==> src/rtl/unit_dispatch_if.sv <==
// Request/response and unit-side bus for unit_dispatch.
// slave  : the dispatcher's view (accepts requests, drives the units).
// master : the thread plus execution units (issues requests, answers the units).
// The interface parameters must match the parameters of the unit_dispatch instance
// it is bound to.
interface unit_dispatch_if #(
    parameter int WORD_W  = 32,
    parameter int N_ARGS  = 3,
    parameter int N_UNITS = 4
);
    localparam int SEL_W = (N_UNITS > 1) ? $clog2(N_UNITS) : 1;

    logic                        req_valid;
    logic                        req_ready;
    logic [SEL_W-1:0]            req_sel;
    logic [N_ARGS*WORD_W-1:0]    req_args;
    logic                        rsp_valid;
    logic [WORD_W-1:0]           rsp_data;
    logic                        rsp_err;
    logic [N_UNITS-1:0]          unit_valid;
    logic [N_ARGS*WORD_W-1:0]    unit_args;
    logic [N_UNITS-1:0]          unit_ack;
    logic [N_UNITS*WORD_W-1:0]   unit_data;

    modport slave (
        input  req_valid, req_sel, req_args, unit_ack, unit_data,
        output req_ready, rsp_valid, rsp_data, rsp_err, unit_valid, unit_args
    );

    modport master (
        output req_valid, req_sel, req_args, unit_ack, unit_data,
        input  req_ready, rsp_valid, rsp_data, rsp_err, unit_valid, unit_args
    );
endinterface

==> src/rtl/unit_dispatch.sv <==
// unit_dispatch: single-outstanding dispatcher from a thread to one of several
// execution units. A request is accepted in IDLE, the chosen unit is driven with
// a one-hot valid in BUSY until it acks, and a one-cycle response is issued in RESP.
// Selector 0 is the null unit (immediate zero result); selectors >= N_UNITS
// return an immediate error without touching any unit.
// Optional feature: define UNIT_DISPATCH_TIMEOUT_EN to abort a BUSY phase that
// lasts TIMEOUT cycles without an ack (response data 0, err 1).
// All outputs are registered; rst is asynchronous and active-high.
module unit_dispatch #(
    parameter int WORD_W  = 32,
    parameter int N_ARGS  = 3,
    parameter int N_UNITS = 4,
    parameter int TIMEOUT = 255
) (
    input  logic            clk,
    input  logic            rst,
    unit_dispatch_if.slave  bus
);
    localparam int SEL_W  = (N_UNITS > 1) ? $clog2(N_UNITS) : 1;
    localparam int ARGS_W = N_ARGS * WORD_W;
    // Unit count widened by one bit so out-of-range selectors compare cleanly.
    localparam logic [SEL_W:0] N_UNITS_EXT = (SEL_W + 1)'(N_UNITS);

`ifdef UNIT_DISPATCH_TIMEOUT_EN
    localparam int               CNT_W    = (TIMEOUT > 0) ? $clog2(TIMEOUT + 1) : 1;
    // Count value seen during the last permitted BUSY cycle.
    localparam logic [CNT_W-1:0] TMO_LAST = CNT_W'(TIMEOUT - 1);
`endif

    typedef enum logic [1:0] {
        IDLE = 2'd0,
        BUSY = 2'd1,
        RESP = 2'd2
    } state_t;

    state_t               state_r;
    logic [SEL_W-1:0]     sel_r;
    logic [ARGS_W-1:0]    args_r;
    logic                 req_ready_r;
    logic                 rsp_valid_r;
    logic [WORD_W-1:0]    rsp_data_r;
    logic                 rsp_err_r;
    logic [N_UNITS-1:0]   unit_valid_r;
`ifdef UNIT_DISPATCH_TIMEOUT_EN
    logic [CNT_W-1:0]     tmo_cnt_r;
`endif

    logic [N_UNITS-1:0]   req_onehot_s;
    logic [N_UNITS-1:0]   sel_onehot_s;
    logic                 req_bad_s;
    logic                 ack_hit_s;
    logic [WORD_W-1:0]    ack_data_s;

    // One-hot decode of a selector; the null unit (bit 0) and out-of-range
    // selectors decode to all zeros.
    function automatic logic [N_UNITS-1:0] sel_decode(input logic [SEL_W-1:0] sel);
        logic [N_UNITS-1:0] oh;
        oh = '0;
        for (int i = 1; i < N_UNITS; i++) begin
            oh[i] = (sel == SEL_W'(i));
        end
        return oh;
    endfunction

    // Decode the incoming selector and route the selected unit's ack and data.
    always_comb begin
        req_onehot_s = sel_decode(bus.req_sel);
        req_bad_s    = ({1'b0, bus.req_sel} >= N_UNITS_EXT);
        sel_onehot_s = sel_decode(sel_r);
        // Acks from other units, or outside BUSY, never reach the FSM.
        ack_hit_s    = (state_r == BUSY) && ((bus.unit_ack & sel_onehot_s) != '0);
        ack_data_s   = '0;
        for (int i = 0; i < N_UNITS; i++) begin
            ack_data_s = ack_data_s | (bus.unit_data[i*WORD_W +: WORD_W] & {WORD_W{sel_onehot_s[i]}});
        end
    end

    // Dispatch FSM with all outputs held in registers.
    always_ff @(posedge clk or posedge rst) begin
        if (rst) begin
            state_r      <= IDLE;
            sel_r        <= '0;
            args_r       <= '0;
            req_ready_r  <= 1'b1;
            rsp_valid_r  <= 1'b0;
            rsp_data_r   <= '0;
            rsp_err_r    <= 1'b0;
            unit_valid_r <= '0;
`ifdef UNIT_DISPATCH_TIMEOUT_EN
            tmo_cnt_r    <= '0;
`endif
        end else begin
            case (state_r)
                IDLE: begin
                    if (bus.req_valid && req_ready_r) begin
                        sel_r       <= bus.req_sel;
                        args_r      <= bus.req_args;
                        req_ready_r <= 1'b0;
                        if (req_onehot_s != '0) begin
                            state_r      <= BUSY;
                            unit_valid_r <= req_onehot_s;
`ifdef UNIT_DISPATCH_TIMEOUT_EN
                            tmo_cnt_r    <= '0;
`endif
                        end else begin
                            // Null unit or invalid selector: answer immediately.
                            state_r     <= RESP;
                            rsp_valid_r <= 1'b1;
                            rsp_data_r  <= '0;
                            rsp_err_r   <= req_bad_s;
                        end
                    end else begin
                        state_r <= IDLE;
                    end
                end
                BUSY: begin
                    // An ack on the final permitted cycle beats the timeout.
                    if (ack_hit_s) begin
                        state_r      <= RESP;
                        unit_valid_r <= '0;
                        rsp_valid_r  <= 1'b1;
                        rsp_data_r   <= ack_data_s;
                        rsp_err_r    <= 1'b0;
                    end
`ifdef UNIT_DISPATCH_TIMEOUT_EN
                    else if (tmo_cnt_r == TMO_LAST) begin
                        state_r      <= RESP;
                        unit_valid_r <= '0;
                        rsp_valid_r  <= 1'b1;
                        rsp_data_r   <= '0;
                        rsp_err_r    <= 1'b1;
                    end else begin
                        tmo_cnt_r <= tmo_cnt_r + CNT_W'(1);
                    end
`else
                    else begin
                        state_r <= BUSY;
                    end
`endif
                end
                RESP: begin
                    // Response lasts one cycle; data and err return to zero with it.
                    state_r     <= IDLE;
                    req_ready_r <= 1'b1;
                    rsp_valid_r <= 1'b0;
                    rsp_data_r  <= '0;
                    rsp_err_r   <= 1'b0;
                end
                default: begin
                    state_r      <= IDLE;
                    req_ready_r  <= 1'b1;
                    rsp_valid_r  <= 1'b0;
                    rsp_data_r   <= '0;
                    rsp_err_r    <= 1'b0;
                    unit_valid_r <= '0;
                end
            endcase
        end
    end

    assign bus.req_ready  = req_ready_r;
    assign bus.rsp_valid  = rsp_valid_r;
    assign bus.rsp_data   = rsp_data_r;
    assign bus.rsp_err    = rsp_err_r;
    assign bus.unit_valid = unit_valid_r;
    assign bus.unit_args  = args_r;
endmodule

==> src/flat_wrapper.sv <==
// flat-port wrapper written by rule: the top's interface ports become plain ports
module unit_dispatch_flat 
#(
    parameter int WORD_W  = 32,
    parameter int N_ARGS  = 3,
    parameter int N_UNITS = 4,
    parameter int TIMEOUT = 255
)
  (clk, rst, bus_req_valid, bus_req_sel, bus_req_args, bus_unit_ack, bus_unit_data, bus_req_ready, bus_rsp_valid, bus_rsp_data, bus_rsp_err, bus_unit_valid, bus_unit_args);
  unit_dispatch_if #(.WORD_W(WORD_W), .N_ARGS(N_ARGS), .N_UNITS(N_UNITS)) bus_i ();
  input  logic clk;
  input  logic rst;
  input wire logic [$bits(bus_i.req_valid)-1:0] bus_req_valid;
  input wire logic [$bits(bus_i.req_sel)-1:0] bus_req_sel;
  input wire logic [$bits(bus_i.req_args)-1:0] bus_req_args;
  input wire logic [$bits(bus_i.unit_ack)-1:0] bus_unit_ack;
  input wire logic [$bits(bus_i.unit_data)-1:0] bus_unit_data;
  output wire logic [$bits(bus_i.req_ready)-1:0] bus_req_ready;
  output wire logic [$bits(bus_i.rsp_valid)-1:0] bus_rsp_valid;
  output wire logic [$bits(bus_i.rsp_data)-1:0] bus_rsp_data;
  output wire logic [$bits(bus_i.rsp_err)-1:0] bus_rsp_err;
  output wire logic [$bits(bus_i.unit_valid)-1:0] bus_unit_valid;
  output wire logic [$bits(bus_i.unit_args)-1:0] bus_unit_args;
  assign bus_i.req_valid = bus_req_valid;
  assign bus_i.req_sel = bus_req_sel;
  assign bus_i.req_args = bus_req_args;
  assign bus_i.unit_ack = bus_unit_ack;
  assign bus_i.unit_data = bus_unit_data;
  assign bus_req_ready = bus_i.req_ready;
  assign bus_rsp_valid = bus_i.rsp_valid;
  assign bus_rsp_data = bus_i.rsp_data;
  assign bus_rsp_err = bus_i.rsp_err;
  assign bus_unit_valid = bus_i.unit_valid;
  assign bus_unit_args = bus_i.unit_args;
  unit_dispatch #(.WORD_W(WORD_W), .N_ARGS(N_ARGS), .N_UNITS(N_UNITS), .TIMEOUT(TIMEOUT)) u_core (.clk(clk), .rst(rst), .bus(bus_i));
endmodule
==> config.mk <==
export PLATFORM = sky130hd
export DESIGN_NAME = unit_dispatch_flat
export DESIGN_NICKNAME = d
export VERILOG_FILES = /design/src/rtl/unit_dispatch_if.sv /design/src/rtl/unit_dispatch.sv /design/src/flat_wrapper.sv
export SDC_FILE = /design/constraint.sdc
export NUM_CORES = 1
export LEC_CHECK = 0
export ABC_AREA = 1
export CORE_AREA = 2 2 143 145
export DETAILED_ROUTE_END_ITERATION = 8
export DIE_AREA = 0 0 145 147
export GPL_TIMING_DRIVEN = 0
export HOLD_SLACK_MARGIN = 0.05
export PLACE_DENSITY = 0.74
export SLEW_MARGIN = 10
export SYNTH_ARGS = -nofsm -noshare
export SYNTH_HDL_FRONTEND = slang
export SYNTH_SLANG_ARGS = --single-unit
export TNS_END_PERCENT = 30
==> constraint.sdc <==
create_clock -name clk -period 5.65 [get_ports clk]
set_input_delay 1.4125 -clock clk [delete_from_list [all_inputs] [get_ports clk]]
set_output_delay 1.4125 -clock clk [all_outputs]
set_load 0.1 [all_outputs]
**Met3 routing**

(2 px per µm)
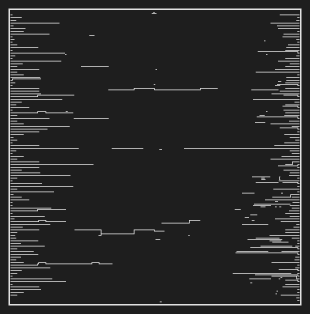
wire length on this layer	2370 µm
share of all routed wire	11%
longest straight run	57.4 µm
nets with wire on the layer	244
main direction	horizontal

**Cells by drive strength**

(3 px per µm)
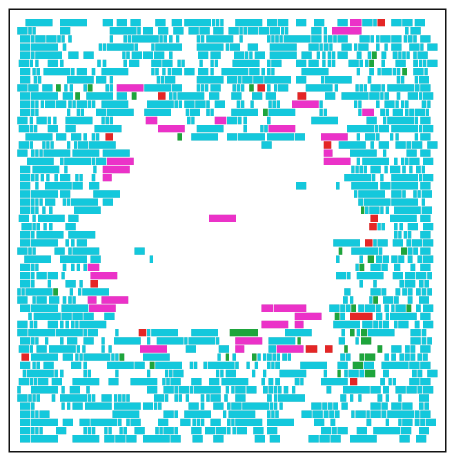
color	size	cells	share
green	_2 cells	36	3.2%
cyan	_0 and _1 cells	1032	93%
magenta	_6 and larger	30	2.7%
red	_3 and _4 cells	16	1.4%

**Signal wires on met2**

(2 px per µm) Cells faint in the background.
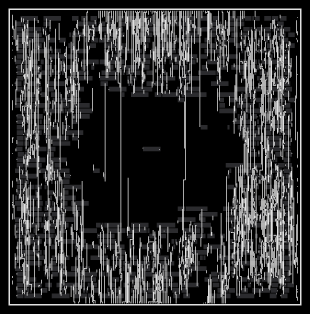
wire length on this layer	10400 µm
longest straight run	86.0 µm
main direction	vertical
nets with wire on the layer	1061

==> synthesized netlist by cell type, drive strengths merged, types with 3 or more instances <==
cell      n  area, µm²
nand2   435       1640
dfrtp   136       3400
nand3    88        460
buf      35        215
nand4    17        121
inv      13       48.8
clkbuf    8       30.0
nor2      7       38.8
nor3      3       15.0
o21ai     3       15.0
==> cells by family (layout without fill, tap and decap cells) <==
family | Yosys count | count (layout)
AOI/OAI and AO/OA | 4 | 4
buffers and inverters | 56 | 421
DFF | 137 | 137
other | 1 | 2
and+or+nand+nor | 550 | 550
==> worst reg2reg max path: cells and delay by family, from the launching register on <==
| kind | cells | cell delay, ps |
|---|---|---|
| simple gates | 4 | 310 |
| buf+inv | 4 | 820 |
| flops | 1 | 550 |
==> worst max path at each step <==
stage	end	slack, ps	cells past startpoint
detailed placement	u_core.bus.unit_args[35]	2510	9
finish	bus_req_ready	2140	1
CTS	bus_req_ready	2110	1
global placement	u_core.bus.unit_args[23]	-1560	2
global route	bus_req_ready	2090	1
floorplan	u_core.bus.rsp_data[0]	570	1
==> per-layer routing <==
| layer | global-route usage (%) | routed length, µm | vias to the layer above |
|---|---|---|---|
| met5 | 0 | 0 | - |
| met4 | 8.37 | 580 | 0 |
| met2 | 33.9 | 10400 | 301 |
| met1 | 23.2 | 8280 | 2955 |
| li1 | - | - | 3042 |
| met3 | 8.88 | 2370 | 35 |
==> run_summary.xml <==
<?xml version="1.0" encoding="UTF-8"?>
<metrics>
  <group name="cells_and_area">
    <metric name="sh_seq_area" unit="%">33.3</metric>
    <metric name="final_layout_size_suffix_gt1_share" unit="%">7.36</metric>
    <metric name="layout.cells.most_common_list" unit="">sky130_fd_sc_hd__nand2_1, sky130_fd_sc_hd__clkdlybuf4s50_1, sky130_fd_sc_hd__dfrtp_1, sky130_fd_sc_hd__nand3_1, sky130_fd_sc_hd__buf_2</metric>
    <metric name="buffers" unit="">376</metric>
    <metric name="comb_cells" unit="">556</metric>
    <metric name="inverters" unit="">13</metric>
    <metric name="nFlopsAndLatches" unit="">137</metric>
    <metric name="post-route-util" unit="%">51.8</metric>
    <metric name="comb_share" unit="%">22.4</metric>
  </group>
  <group name="sta">
    <metric name="timing.setup.tns" unit="ps">0</metric>
    <metric name="post-route-worst-setup-slack" unit="ps">2140</metric>
    <metric name="report.final.slew_viol_count" unit="">0</metric>
    <metric name="grt_setup_unrepaired" unit="">false</metric>
    <metric name="final-setup-viol-count" unit="">0</metric>
  </group>
  <group name="logic_synthesis">
    <metric name="synth_cells" unit="">748</metric>
    <metric name="synthesized_cell_area" unit="µm²">6020</metric>
    <metric name="enable_flop_cells" unit="">0</metric>
    <metric name="ys_top_logic_family" unit="">simple AND/OR/NAND/NOR gates</metric>
    <metric name="yosys_warnings" unit="">0</metric>
    <metric name="synth-simple-area-share" unit="%">37.7</metric>
    <metric name="postSynthSeqShare" unit="%">57.0</metric>
    <metric name="synthFlopType" unit="">sky130_fd_sc_hd__dfrtp_1</metric>
    <metric name="yosys-stat-area" unit="µm²">6020</metric>
  </group>
  <group name="global_route">
    <metric name="grt_pass1_wl" unit="µm">34300</metric>
    <metric name="pin_count_of_the_biggest_net_entering_global_routing" unit="">86</metric>
  </group>
  <group name="place">
    <metric name="numPlacedInstances" unit="">1352</metric>
  </group>
  <group name="min_path">
    <metric name="min_delay_src" unit="">u_core.bus.rsp_data[5]</metric>
    <metric name="holdPathEnd" unit="">u_core.bus.rsp_data[5]</metric>
    <metric name="hold-path-cell-count" unit="">2</metric>
  </group>
  <group name="cts">
    <metric name="cts-root-to-sink-buffers" unit="">2</metric>
    <metric name="cts_inserted_buffers" unit="">17</metric>
    <metric name="ctsHtreeMaxLevel" unit="">4</metric>
    <metric name="ctsResizeCount" unit="">0</metric>
  </group>
  <group name="floorplan">
    <metric name="rows" unit="">52</metric>
    <metric name="core_area" unit="µm²">19800</metric>
    <metric name="floorplan.die.width" unit="µm">145</metric>
    <metric name="die_y" unit="µm">147</metric>
  </group>
  <group name="run_status">
    <metric name="outcome" unit="">finished clean</metric>
  </group>
  <group name="worst_setup_path">
    <metric name="r2r_slack" unit="ps">3920</metric>
    <metric name="rr_endpoint" unit="">u_core.bus.unit_args[35]</metric>
    <metric name="timing.critical_path.fanout_max" unit="">3</metric>
    <metric name="cells_traversed_along_the_worst_timing_path" unit="">clkdlybuf4s50_1</metric>
  </group>
  <group name="routing">
    <metric name="remaining_drc_errors" unit="">0</metric>
    <metric name="drt-wirelength-per-cell" unit="µm">15.7</metric>
    <metric name="drt_iter0_markers" unit="">230</metric>
  </group>
  <group name="run">
    <metric name="warnings" unit="">59</metric>
  </group>
</metrics>
